### M2 wires

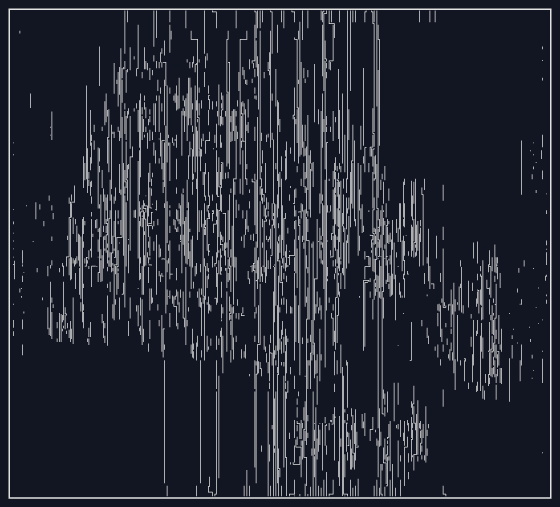
### Congestion heat map

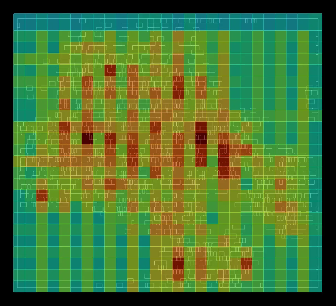
### The metal 1 layer

Bar = 50 µm.
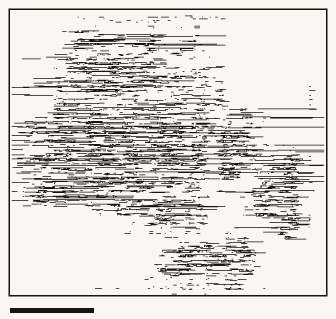
==> config.mk <==
export PLATFORM = sky130hd
export DESIGN_NAME = mem_traffic_gen
export DESIGN_NICKNAME = d
export VERILOG_FILES = /design/src/rtl/mem_traffic_gen_pkg.sv /design/src/rtl/mem_traffic_gen_sat_counter.sv /design/src/rtl/mem_traffic_gen.sv
export SDC_FILE = /design/constraint.sdc
export NUM_CORES = 1
export LEC_CHECK = 0
export ABC_AREA = 1
export ABC_CLOCK_PERIOD_IN_PS = 3600
export CORE_ASPECT_RATIO = 0.9
export CORE_MARGIN = 2
export CORE_UTILIZATION = 23
export DETAILED_ROUTE_END_ITERATION = 12
export PLACE_DENSITY = 0.51
export SYNTH_ARGS = -nofsm -noshare
export SYNTH_HDL_FRONTEND = slang
export SYNTH_SLANG_ARGS = --single-unit
==> constraint.sdc <==
create_clock -name clk -period 3.6 [get_ports clk]
set_input_delay 0.36 -clock clk [delete_from_list [all_inputs] [get_ports clk]]
set_output_delay 0.36 -clock clk [all_outputs]
set_load 0.02 [all_outputs]
==> out/metrics.cfg <==
[logic_synthesis]
yosys_warnings = 0
netlist_area_mm2 = 0.00695
largest_area_cell = dfxtp_1
synth_cell_type_count = 48
ys_cells = 967

[layout]
seq_area_mm2 = 0.00229
seq_share_pct = 23.3
inverters = 137
clockBufferCount = 20
stdcell_area_mm2 = 0.00982
logic_area_mm2 = 0.00413
seq_cell_count = 114
nNonClkBuffers = 185

[placement]
dp_hpwl_um = 17100
routabilityCongestion = 0.849

[clock_tree]
clk_latency_ps = 420

[worst_setup_path]
startpoint_type = flip-flop
critPathKind = flip-flop to flip-flop
rrSetupSlack_ps = 120
worst-path-buf-inv = 2

[pwr]
power.total_mw = 7.70

[die]
rows = 60
dieArea_mm2 = 0.0316
io_pins = 182
fp_util_pct = 23.3

[detailed_routing]
drtIter0Drc = 414
drtAntennaViolNets = 0
post_drt_via_cell_ratio = 4.44

[outcome]
outcome = finished clean

[run]
drv_cap = 0

[sta]
fin_crit_sh_pct = 96.7
slew_headroom_pct = 38.4
tightestPinTransition_ps = 923
rsz0062_at_grt = true

[global_routing]
antenna_found_initial = 0

-- 'M2 wires' (at the start) --
The layer holds 47% of the routed length. The longest straight run is 70.9 µm. The wires run mostly vertical.
GR Util met2: 23.6%
Post-Route WL: 22,900 µm

-- 'Congestion heat map' (at the start) --
GRT Util Overall: 14.2%
Most Used Layer, Global Route: met2
utilization after layout: 32.9%
met1 Track Usage GR: 18.4%
Routed WL per cell: 14.8 µm

-- 'The metal 1 layer' (at the start) --
The longest straight run is 54.7 µm. 1,137 nets have wire on it. The layer holds 47% of the routed length. The wires run mostly horizontal. The layer carries 10,700 µm of wire.
via count: 6,866

==> power breakdown <==
part | internal [mW] | leakage, nW | switching, mW
clock network | 1.13 | 0.289 | 0.661
logic | 1.72 | 3.00 | 2.48
registers | 1.52 | 0.934 | 0.186
total | 4.37 | 4.22 | 3.33
==> cells by family after synthesis <==
| group | Yosys count | share of synthesized area, % |
|---|---|---|
| AOI/OAI and AO/OA | 202 | 17.8 |
| xor gates and xnor gates | 18 | 2.27 |
| adders and majority gates | 52 | 9.47 |
| buffers and inverters | 200 | 13.1 |
| DFF | 114 | 32.8 |
| other | 1 | 0.0540 |
| and+or+nand+nor | 380 | 24.5 |
==> metal layers <==
metal	part of all wire [%]	GRT usage, %
met2	47	23.6
met5	0	0
met3	4.1	2.78
met1	47	18.4
met4	2.4	4.69
No activity file was given, so power comes from the tool's default toggle rates.
